`config.mk`:
```
export PLATFORM = sky130hd
export DESIGN_NAME = fb_scanout
export DESIGN_NICKNAME = d
export VERILOG_FILES = /design/src/rtl/fb_pkg.sv /design/src/rtl/fb_scanout_vga_timing.sv /design/src/rtl/fb_scanout.sv
export SDC_FILE = /design/constraint.sdc
export NUM_CORES = 1
export LEC_CHECK = 0
export ABC_AREA = 1
export CAP_MARGIN = 20
export CORE_MARGIN = 2
export CORE_UTILIZATION = 45
export DETAILED_ROUTE_END_ITERATION = 10
export PLACE_DENSITY = 0.83
export REMOVE_ABC_BUFFERS = 1
export SETUP_SLACK_MARGIN = 0.15
export SLEW_MARGIN = 40
export SYNTH_ARGS = -nofsm -noshare
export SYNTH_HDL_FRONTEND = slang
export SYNTH_SLANG_ARGS = --single-unit
```
`constraint.sdc`:
```
create_clock -name clk -period 1.9 [get_ports clk]
set_clock_uncertainty 0.1 [all_clocks]
set_input_delay 0.475 -clock clk [delete_from_list [all_inputs] [get_ports clk]]
set_output_delay 0.475 -clock clk [all_outputs]
set_load 0.01 [all_outputs]
```
`src/rtl/fb_pkg.sv`:
```
// Shared types and constants for the 80x60 cell frame buffer scan-out path.
// Timing constants describe 640x480@60 on a 25.175 MHz pixel clock.
package fb_pkg;

    // Frame buffer geometry: one RGB332 byte per 8x8 pixel cell
    localparam int FB_ADDR_W  = 13;
    localparam int FB_DATA_W  = 8;
    localparam int FB_COLS    = 80;
    localparam int FB_ROWS    = 60;
    localparam int FB_DEPTH   = FB_COLS * FB_ROWS;
    localparam int CELL_SHIFT = 3;

    // Horizontal timing in pixel clocks
    localparam int H_ACTIVE = 640;
    localparam int H_FP     = 16;
    localparam int H_SYNC   = 96;
    localparam int H_BP     = 48;
    localparam int H_TOTAL  = H_ACTIVE + H_FP + H_SYNC + H_BP;

    // Vertical timing in lines
    localparam int V_ACTIVE = 480;
    localparam int V_FP     = 10;
    localparam int V_SYNC   = 2;
    localparam int V_BP     = 33;
    localparam int V_TOTAL  = V_ACTIVE + V_FP + V_SYNC + V_BP;

    // Inclusive sync windows
    localparam int HS_START = H_ACTIVE + H_FP;
    localparam int HS_END   = HS_START + H_SYNC - 1;
    localparam int VS_START = V_ACTIVE + V_FP;
    localparam int VS_END   = VS_START + V_SYNC - 1;

    // Counter and cell index widths
    localparam int HCNT_W = 10;
    localparam int VCNT_W = 10;
    localparam int ROW_W  = 6;
    localparam int COL_W  = 7;

    typedef logic [FB_ADDR_W-1:0] fb_addr_t;
    typedef logic [FB_DATA_W-1:0] fb_data_t;
    typedef logic [HCNT_W-1:0]    hcnt_t;
    typedef logic [VCNT_W-1:0]    vcnt_t;
    typedef logic [ROW_W-1:0]     cell_row_t;
    typedef logic [COL_W-1:0]     cell_col_t;

    // First address past the end of the buffer; writes at or above it are dropped
    localparam fb_addr_t FB_LIMIT = fb_addr_t'(FB_DEPTH);

    // Stage-0 decode of the raster position
    typedef struct packed {
        logic      active;
        logic      hs;
        logic      vs;
        cell_row_t row;
        cell_col_t col;
    } scan_ctl_t;

    // row*80 + col without a multiplier: 80 = 64 + 16
    function automatic fb_addr_t cell_addr(input cell_row_t row, input cell_col_t col);
        fb_addr_t r;
        fb_addr_t c;
        r = fb_addr_t'(row);
        c = fb_addr_t'(col);
        return (r << 6) + (r << 4) + c;
    endfunction

endpackage

```
`src/rtl/fb_scanout_vga_timing.sv`:
```
// Raster counters for 640x480@60 and their stage-0 decode:
// active-video flag, sync windows and the 8x8 cell row/column indices.
module vga_timing
    import fb_pkg::*;
(
    input  logic      clk,
    input  logic      rst,
    output scan_ctl_t ctl
);

    localparam hcnt_t H_LAST     = hcnt_t'(H_TOTAL - 1);
    localparam vcnt_t V_LAST     = vcnt_t'(V_TOTAL - 1);
    localparam hcnt_t H_ACT_END  = hcnt_t'(H_ACTIVE);
    localparam vcnt_t V_ACT_END  = vcnt_t'(V_ACTIVE);
    localparam hcnt_t HS_FIRST   = hcnt_t'(HS_START);
    localparam hcnt_t HS_LAST    = hcnt_t'(HS_END);
    localparam vcnt_t VS_FIRST   = vcnt_t'(VS_START);
    localparam vcnt_t VS_LAST    = vcnt_t'(VS_END);

    hcnt_t hcnt_reg;
    vcnt_t vcnt_reg;

    // Pixel and line counters; the line counter steps when the pixel counter wraps
    always_ff @(posedge clk or posedge rst) begin
        if (rst) begin
            hcnt_reg <= '0;
            vcnt_reg <= '0;
        end else if (hcnt_reg == H_LAST) begin
            hcnt_reg <= '0;
            vcnt_reg <= (vcnt_reg == V_LAST) ? '0 : vcnt_reg + 1'b1;
        end else begin
            hcnt_reg <= hcnt_reg + 1'b1;
        end
    end

    // Decode the current position; row/col truncate outside active video
    // where nobody consumes them
    always_comb begin
        ctl        = '0;
        ctl.active = (hcnt_reg < H_ACT_END) && (vcnt_reg < V_ACT_END);
        ctl.hs     = (hcnt_reg >= HS_FIRST) && (hcnt_reg <= HS_LAST);
        ctl.vs     = (vcnt_reg >= VS_FIRST) && (vcnt_reg <= VS_LAST);
        ctl.row    = vcnt_reg[CELL_SHIFT +: ROW_W];
        ctl.col    = hcnt_reg[CELL_SHIFT +: COL_W];
    end

endmodule

```
`src/rtl/fb_scanout.sv`:
```
// Frame buffer scan-out: owns the frame buffer's single address/write port,
// fetches one RGB332 byte per 8x8 cell during active video and hands the
// port to a queued writer only while the fetch side is blanking.
// Pipeline: stage 0 = counters, stage 1 = port register (fetch or write),
// stage 2 = pins. The RAM's own output register supplies the pixel byte in
// stage 2, so syncs, de and pixel all leave two cycles after the counters.
// Optional build macro FB_SCANOUT_TESTPAT_EN adds input i_test_pat, which
// replaces memory pixels with a row/column XOR pattern.
module fb_scanout
    import fb_pkg::*;
(
    input  logic                 clk,
    input  logic                 i_rst,
    output logic [FB_ADDR_W-1:0] o_fb_addr,
    output logic                 o_fb_wen,
    output logic [FB_DATA_W-1:0] o_fb_wdata,
    input  logic [FB_DATA_W-1:0] i_fb_rdata,
    input  logic                 i_wr_req,
    input  logic [FB_ADDR_W-1:0] i_wr_addr,
    input  logic [FB_DATA_W-1:0] i_wr_data,
`ifdef FB_SCANOUT_TESTPAT_EN
    input  logic                 i_test_pat,
`endif
    output logic                 o_wr_ack,
    output logic                 o_hsync,
    output logic                 o_vsync,
    output logic                 o_de,
    output logic [FB_DATA_W-1:0] o_pixel
);

    scan_ctl_t ctl0;

    logic active1_reg;
    logic hs1_reg;
    logic vs1_reg;

`ifdef FB_SCANOUT_TESTPAT_EN
    // Only the low five row bits feed the pattern
    logic [4:0]      row1_reg;
    logic [4:0]      row2_reg;
    cell_col_t       col1_reg;
    cell_col_t       col2_reg;
`endif

    vga_timing u_timing (
        .clk (clk),
        .rst (i_rst),
        .ctl (ctl0)
    );

    // Stage 1: the shared port. Active video always wins; a pending write is
    // granted only on a blank cycle, one per cycle while it stays requested.
    // Out-of-range writes are acknowledged but never reach the RAM.
    always_ff @(posedge clk or posedge i_rst) begin
        if (i_rst) begin
            o_fb_addr  <= '0;
            o_fb_wen   <= 1'b0;
            o_fb_wdata <= '0;
            o_wr_ack   <= 1'b0;
        end else begin
            o_fb_wen <= 1'b0;
            o_wr_ack <= 1'b0;
            if (ctl0.active) begin
                o_fb_addr <= cell_addr(ctl0.row, ctl0.col);
            end else if (i_wr_req) begin
                o_fb_addr  <= i_wr_addr;
                o_fb_wdata <= i_wr_data;
                o_fb_wen   <= (i_wr_addr < FB_LIMIT);
                o_wr_ack   <= 1'b1;
            end
        end
    end

    // Stage 1: carry the raster decode alongside the port access
    always_ff @(posedge clk or posedge i_rst) begin
        if (i_rst) begin
            active1_reg <= 1'b0;
            hs1_reg     <= 1'b0;
            vs1_reg     <= 1'b0;
        end else begin
            active1_reg <= ctl0.active;
            hs1_reg     <= ctl0.hs;
            vs1_reg     <= ctl0.vs;
        end
    end

    // Stage 2: pin-side timing; syncs are active low
    always_ff @(posedge clk or posedge i_rst) begin
        if (i_rst) begin
            o_de    <= 1'b0;
            o_hsync <= 1'b1;
            o_vsync <= 1'b1;
        end else begin
            o_de    <= active1_reg;
            o_hsync <= ~hs1_reg;
            o_vsync <= ~vs1_reg;
        end
    end

`ifdef FB_SCANOUT_TESTPAT_EN
    // Cell indices delayed to line up with the stage-2 pixel
    always_ff @(posedge clk or posedge i_rst) begin
        if (i_rst) begin
            row1_reg <= '0;
            col1_reg <= '0;
            row2_reg <= '0;
            col2_reg <= '0;
        end else begin
            row1_reg <= ctl0.row[4:0];
            col1_reg <= ctl0.col;
            row2_reg <= row1_reg;
            col2_reg <= col1_reg;
        end
    end
`endif

    // Pixel select: the RAM output register is the stage-2 data register;
    // blank and write cycles (de low) force black so stale reads never escape
    always_comb begin
        o_pixel = '0;
        if (o_de) begin
`ifdef FB_SCANOUT_TESTPAT_EN
            if (i_test_pat) begin
                o_pixel = {row2_reg, 3'b000} ^ {1'b0, col2_reg};
            end else begin
                o_pixel = i_fb_rdata;
            end
`else
            o_pixel = i_fb_rdata;
`endif
        end
    end

endmodule

```
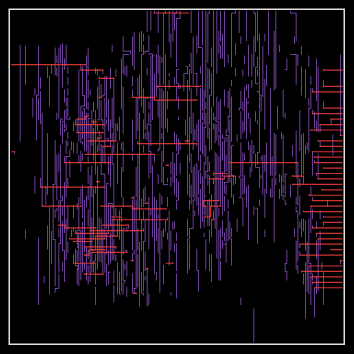
(images/wires.png)
(4 px per um) Only two layers are drawn.
metal 3: in red, wire length 571 um. metal 2: in purple, wire length 3,960 um.

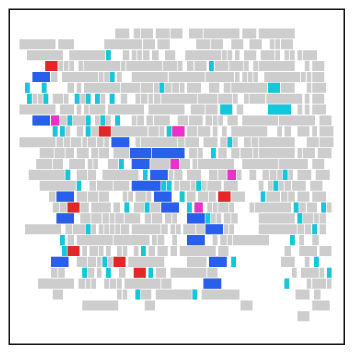
(images/logic_types.png)
(4 px per um)
fa/ha/maj cells: in blue, cells 18, most used ha_1. inv cells: in cyan, cells 59, most used inv_1. xor and xnor cells: in red, cells 7, most used xor2_1. and/or cells: in magenta, cells 5, most used or2_2, where center.

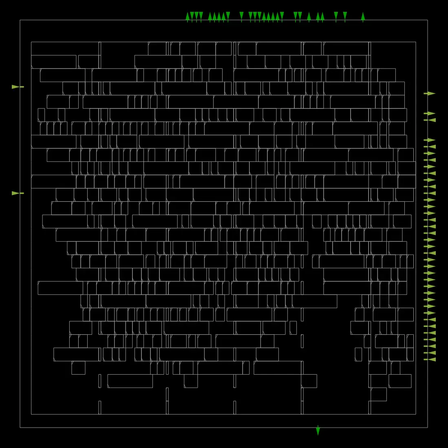
(images/placement.png)
sequential share of cell area: 30.7%
fin util: 66.8%
Core ar.: 5990 um^2
FF+latch count: 49
site row count: 28

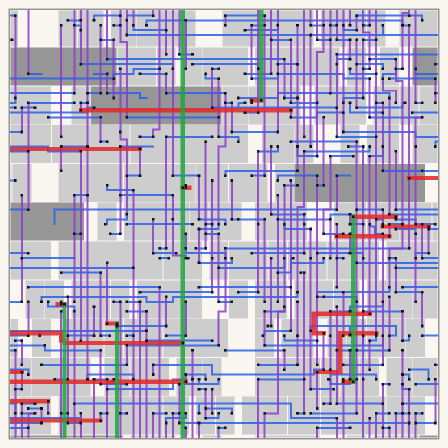
(images/detail.png)
Window x 27 to 57, y 27 to 57 um. Cells in gray, sequential cells in the stronger gray; small squares are vias.
metal 1: in blue. metal 2: in purple. metal 3: in red. metal 4: in green.
106 logic cells have their middle in the window. Netlist names of flops here include `o_fb_addr` (2), `u_timing.hcnt_reg` (2). Sequential cells in the window: 4. Most frequent: nand2_1 (22), buf_4 (11), inv_1 (10).

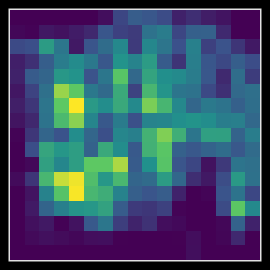
(images/metal_density.png)
(3 px per um) The die is cut into 17 by 17 equal tiles; dark purple is low, yellow is high, scaled to the fullest tile. Values are wire area over tile area, all layers added.
The emptiest ninth of the die: lower right. 19% of the tiles are over half the peak. The densest ninth of the die: center.

==> flow_metrics.tcl <==
# collected from the flow reports
set metrics [dict create \
    violations "setup timing" \
    antenna_found_initial 0 \
    drt_drc_violations_left 0 \
    syn_area_um2 2840 \
    hold_end "o_hsync" \
    first_iter_violations 132 \
    grtUsageMet2_pct 36.6 \
    post-place-ws_ns -0.271 \
    io_buffers 65 \
    routed_wl_um 7730 \
    use_met3_pct 5.17 \
    post_cts_buffers 5 \
    min_path_type "register to register" \
    maxSlewHeadroom_pct 72.0 \
    largest_register_ffs 13 \
    fin_ws_ns -0.194 \
    setup_viol 7 \
    sh_comb_area_pct 36.0 \
    areaGrowthSynthToFinish_pct 41.1 \
    xor_area_share_pct 2.16 \
    synth_top_cell_by_count "nand2_1" \
    place_inst 517 \
    yosys_cells 362 \
    antennaDiodeCount 0 \
    ys_ff 49 \
    grt_pass1_wl_um 11600 \
    powerClk_w 0.000642 \
    rrSetupSlack_ns -0.19 \
    yosys-stat-area_um2 2840 \
    die-area_um2 6950 \
    ys_sh_simple_pct 32.5 \
    status "finished, violations left" \
    gp_congestion 0.972 \
]
